### src/rtl/mioc_dram_seq_pkg.sv
// Shared MIOC DRAM definitions: sequencer states, watchdog default, bank and strobe polarities.
package mioc_dram_seq_pkg;

    typedef enum logic [2:0] {
        ST_IDLE = 3'd0,
        ST_ROW  = 3'd1,
        ST_COL  = 3'd2,
        ST_CAS  = 3'd3,
        ST_REF  = 3'd4,
        ST_PRE  = 3'd5
    } dram_state_t;

    localparam int   WDOG_MAX_DEF = 15;

    localparam logic STROBE_ON  = 1'b0;
    localparam logic STROBE_OFF = 1'b1;
    localparam logic BANK0      = 1'b0;
    localparam logic BANK1      = 1'b1;
    localparam logic MUX_ROW    = 1'b0;
    localparam logic MUX_COL    = 1'b1;

endpackage

### src/rtl/mioc_dram_seq_rfsh_cnt.sv
// 8-bit wrapping refresh counter; bit 7 extends the Z80's 7-bit refresh row.
module mioc_rfsh_cnt (
    input  logic       clk,
    input  logic       rst_n,
    input  logic       inc_en,
    output logic [7:0] count
);

    always_ff @(posedge clk) begin
        if (!rst_n)
            count <= 8'd0;
        else if (inc_en)
            count <= count + 8'd1;
    end

endmodule

### src/rtl/mioc_dram_seq.sv
// DRAM cycle sequencer: turns sampled Z80 bus strobes into RAS/MUX/CAS timing,
// muxes RA7 and guards RAS low time with a watchdog.
module mioc_dram_seq
    import mioc_dram_seq_pkg::*;
#(
    parameter int WDOG_MAX = WDOG_MAX_DEF
) (
    input  logic       B_PHI,
    input  logic       RST_N,
    input  logic       BMREQ_N,
    input  logic       BRFSH_N,
    input  logic       BRD_N,
    input  logic       N_BWR,
    input  logic       BA7,
    input  logic       BA15,
    input  logic       ram_en,
    output logic       RAS_N,
    output logic       MUX,
    output logic       CAS1_N,
    output logic       CAS2_N,
    output logic       RA7,
    output logic [7:0] rfsh_cnt,
    output logic       wdog_err
);

    dram_state_t state, state_nxt;
    logic        bank, bank_nxt;
    logic [3:0]  wdog;
    logic        active, active_nxt, wdog_hit, rfsh_inc;
    logic        req_ref, req_mem, release_req;

    always_comb begin
        active      = state inside {ST_ROW, ST_COL, ST_CAS, ST_REF};
        wdog_hit    = active && (wdog == 4'(WDOG_MAX - 1));
        release_req = BMREQ_N || wdog_hit;
        req_ref     = !BMREQ_N && !BRFSH_N;
        req_mem     = !BMREQ_N && BRFSH_N && ram_en && (!BRD_N || !N_BWR);
        state_nxt   = state;
        bank_nxt    = bank;
        case (state)
            ST_IDLE: begin
                if (req_ref) begin
                    state_nxt = ST_REF;
                end else if (req_mem) begin
                    state_nxt = ST_ROW;
                    bank_nxt  = BA15;
                end
            end
            ST_ROW:  state_nxt = release_req ? ST_PRE : ST_COL;
            ST_COL:  state_nxt = release_req ? ST_PRE : ST_CAS;
            ST_CAS,
            ST_REF:  if (release_req) state_nxt = ST_PRE;
            ST_PRE:  state_nxt = ST_IDLE;
            default: state_nxt = ST_IDLE;
        endcase
        active_nxt = state_nxt inside {ST_ROW, ST_COL, ST_CAS, ST_REF};
        // Any exit from REF counts, including one forced by the watchdog.
        rfsh_inc   = (state == ST_REF) && (state_nxt == ST_PRE);
    end

    // Strobes are registered from the next state, so they equal a decode of state.
    always_ff @(posedge B_PHI) begin
        if (!RST_N) begin
            state    <= ST_IDLE;
            bank     <= BANK0;
            wdog     <= 4'd0;
            wdog_err <= 1'b0;
            RAS_N    <= STROBE_OFF;
            MUX      <= MUX_ROW;
            CAS1_N   <= STROBE_OFF;
            CAS2_N   <= STROBE_OFF;
        end else begin
            state  <= state_nxt;
            bank   <= bank_nxt;
            wdog   <= (active && active_nxt) ? wdog + 4'd1 : 4'd0;
            if (wdog_hit && !BMREQ_N)
                wdog_err <= 1'b1;
            RAS_N  <= active_nxt ? STROBE_ON : STROBE_OFF;
            MUX    <= (state_nxt inside {ST_COL, ST_CAS}) ? MUX_COL : MUX_ROW;
            CAS1_N <= (state_nxt == ST_CAS && bank_nxt == BANK0) ? STROBE_ON : STROBE_OFF;
            CAS2_N <= (state_nxt == ST_CAS && bank_nxt == BANK1) ? STROBE_ON : STROBE_OFF;
        end
    end

    always_comb begin
        case (state)
            ST_ROW:         RA7 = BA7;
            ST_COL, ST_CAS: RA7 = bank;
            ST_REF:         RA7 = rfsh_cnt[7];
            default:        RA7 = 1'b0;
        endcase
    end

    mioc_rfsh_cnt u_rfsh_cnt (
        .clk    (B_PHI),
        .rst_n  (RST_N),
        .inc_en (rfsh_inc),
        .count  (rfsh_cnt)
    );

endmodule

### config.mk
export PLATFORM = sky130hd
export DESIGN_NAME = mioc_dram_seq
export DESIGN_NICKNAME = d
export VERILOG_FILES = /design/src/rtl/mioc_dram_seq_pkg.sv /design/src/rtl/mioc_dram_seq_rfsh_cnt.sv /design/src/rtl/mioc_dram_seq.sv
export SDC_FILE = /design/constraint.sdc
export NUM_CORES = 1
export LEC_CHECK = 0
export CORE_MARGIN = 5
export CORE_UTILIZATION = 48
export CTS_CLUSTER_DIAMETER = 60
export CTS_CLUSTER_SIZE = 28
export DETAILED_ROUTE_END_ITERATION = 12
export PLACE_DENSITY = 0.77
export SYNTH_ARGS = -nofsm -noshare
export SYNTH_HDL_FRONTEND = slang
export SYNTH_SLANG_ARGS = --single-unit
### constraint.sdc
create_clock -name B_PHI -period 1.61 [get_ports B_PHI]
set_input_delay 0.161 -clock B_PHI [delete_from_list [all_inputs] [get_ports B_PHI]]
set_output_delay 0.161 -clock B_PHI [all_outputs]
set_load 0.005 [all_outputs]
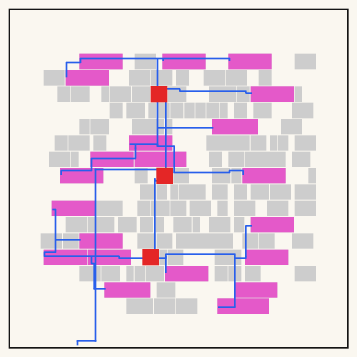
(images/clk_routes.png)
Drawn at 6 px/µm.
Red is clock drivers, count 3. Blue is clock wires, length 266 µm. Magenta is flip-flops, count 21.
There are 4 routed clock nets.
Clock group: 0.253 mW
Clk pwr share: 0.259
Worst-Skew Late Latency: 310 ps
clk_skew: 15.0 ps

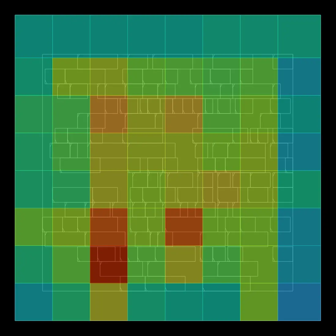
(images/congestion.png)
Final Util: 0.674
routed len/inst: 13.0 µm
GR Layer Usage met3: 0.0232
gr busiest metal: met2
GRT Overall Usage: 0.140

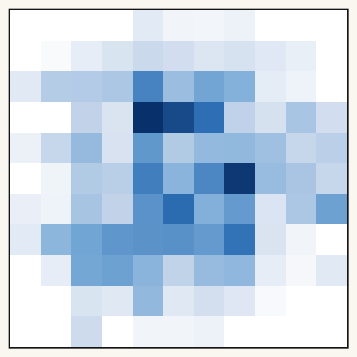
(images/metal_density.png)
Drawn at 6 px/µm. 11 x 11 tiles, from white (low) to dark blue (high), scaled to the fullest tile. Values are wire area over tile area, all layers added.
22% of the tiles are nearly empty. The densest ninth of the die: center. 17% of the tiles are over half the peak. The fullest tile reaches 0.41. The emptiest ninth of the die: lower right.
Vias: 834
drt total wl: 2050 µm

==> flow_summary.toml <==
# yosys + openroad results
[global_routing]
antenna_found_initial = 0
grt_overflow = 0

[worst_setup_path]
cp_max_fo = 7
slowest_stage = "dfxtp_2"
cp-end-kind = "register"
crit_family = "flip-flops"
cp_common_cell = "and2_1"
crit_chain = "inv_1, ha_1, a31o_2, and2_1, xor2_1, and2_1"
crit_type = "reg -> reg"

[die]
die_h_um = 56.2
die-area_um2 = 3160
io_pins = 23
dieWidth_um = 56.2
core_um2 = 2000
fp-row-count = 16

[cells_and_area]
antenna_cells = 0

[job]
maxCapViolations = 0
tool_warnings = 27

[synth]
yosysCellCount = 101
edf_count = 0
common_cells = "dfxtp_1 (21), and2_1 (7), nand2_1 (7), nand3_1 (7)"
async_reset_ff_frac = 0
synth_seq_share = 0.411
syn-mean-instance-area_um2 = 10.1
postSynthCellCount = 101
area_leaders = "dfxtp_1 (41%), mux2i_1 (4.9%), and2_1 (4.3%)"
top_area_frac = 0.411
top_area_cell = "dfxtp_1"
synth.distinct_cells = 37
synth_warnings = 0

[clocking]
tritoncts = "built"
clock-sinks = 21
cts_buffer_depth = 2
cts-htree-levels = 1

[status]
status = "finished, final reports clean"

[power]
ir_drop_mv = 0.628
power.leakage_nw = 0.539

[timing]
period_needed_ps = 1500
setup-violations-final = 0
worst_pin_slew_ps = 309
setup_ws_ps = 108
drv_slew = 0
grt_setup_unrepaired = "no"
finalCritPeriodShare = 0.933

[placement]
gp_congestion = 0.739
pre_cts_slack_ps = -53.1
portBuffers = 22

[drt]
viasPerCell = 5.31
first_pass_iters = 4
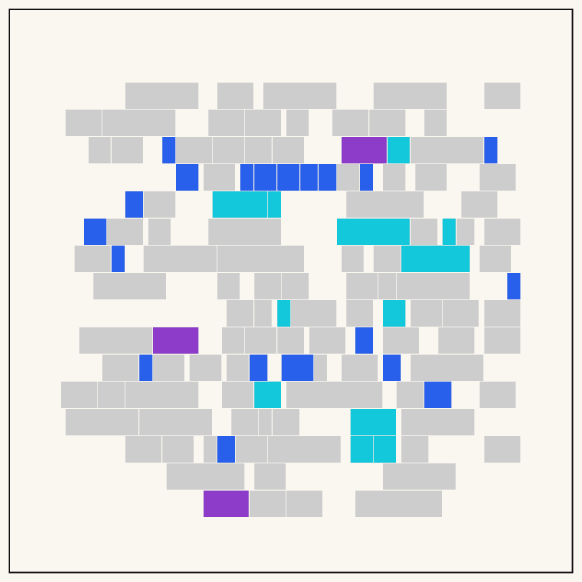
(images/logic_types.png)
Drawn at 10 px/µm.
Cyan is nor cells, cells 12. Purple is fa/ha/maj cells, cells 3. Blue is nand cells, cells 20.

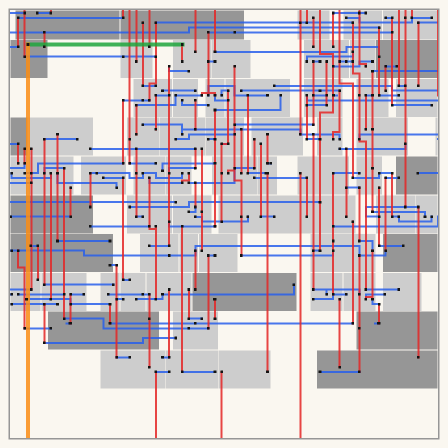
(images/detail.png)
Window x 13 to 43, y 2 to 32 µm. Cells in gray, sequential cells in the stronger gray; small squares are vias.
Red is metal 2. Orange is metal 4. Blue is metal 1. Green is metal 3.
Most frequent: dfxtp_1 (7), buf_4 (6), nand3_1 (4). 62 logic cells have their middle in the window. Netlist names of flops here include `wdog` (4), `state` (2). Sequential cells in the window: 10.

==> final cells by class <==
type                       count  area [µm²]
multi-input combinational     74         581
inverter                       2        7.51
sequential                    21         430
clock buffer                   4        26.3
timing repair buffer          29         272
tap                           27        33.8
fill                         163         652
==> stage by stage <==
step                setup TNS, ps  total power, mW  instances  hold slack [ps]
global placement                0            0.727        152              426
detailed placement          -53.1            0.731        152              429
CTS                             0            0.986        157              462
global route                    0             1.03        157              468
floorplan                       0            0.656        101              327
finish                          0            0.978        157              466
==> final timing paths <==
check	to	slack, ps	cells past startpoint
worst max register to register	u_rfsh_cnt.count[0]	110	6
worst max-delay path	u_rfsh_cnt.count[0]	110	6
worst min register to register	wdog_err	480	1
worst min-delay path	bank	470	3
==> flip-flops by register name (all words and copies together) (netlist names) <==
signal	flops
CAS1_N	1
CAS2_N	1
MUX	1
RAS_N	1
bank	1
state	3
u_rfsh_cnt.count	8
wdog	4
wdog_err	1
==> layout by cell type, fill, tap and decap left out, drive strengths merged, types with 3 or more instances in the layout <==
master         count
ha                 3
clkdlybuf4s50     21
and4               4
xor2               3
nand3              7
nor3b              3
mux2i              5
dfxtp             21
nor2               4
and2               7
xnor2              5
nor2b              4
buf                7
clkbuf             4
nand2              7
==> where the power goes <==
part | leakage [nW] | internal, mW | total (mW) | switching, mW
logic | 0.352 | 0.0985 | 0.175 | 0.0765
clock network | 0.0150 | 0.0965 | 0.253 | 0.156
registers | 0.172 | 0.534 | 0.550 | 0.0156
==> routing by layer <==
metal / part of all wire / wire length [µm] / track usage
met3: 0.045 / 92 / 0.0232
met2: 0.45 / 913 / 0.209
met1: 0.49 / 1010 / 0.190
met4: 0.014 / 28 / 0.0814
met5: 0 / 0 / 0
==> logic make-up after synthesis <==
family                   count (synthesis)  synth area share
multiplexers                             5            0.0489
AND/OR/NAND/NOR                         47             0.308
AND-OR/OR-AND                           11            0.0941
XOR/XNOR                                 8            0.0685
flip-flops                              21             0.411
buffers and inverters                    6            0.0330
adder cells (fa/ha/maj)                  3            0.0367
==> tightest hold or removal path: cells and delay by family <==
| kind | cells | cell delay [ps] |
|---|---|---|
| buffers and inverters | 1 | 400 |
| muxes | 1 | 120 |
| and+or+nand+nor | 1 | 60 |
==> timing repair <==
action                     CTS  global route
setup buffers                1             0
setup endpoints to repair    1             6
resized                      7             2
Power figures rest on the tool's default switching activity, not on a simulated workload.
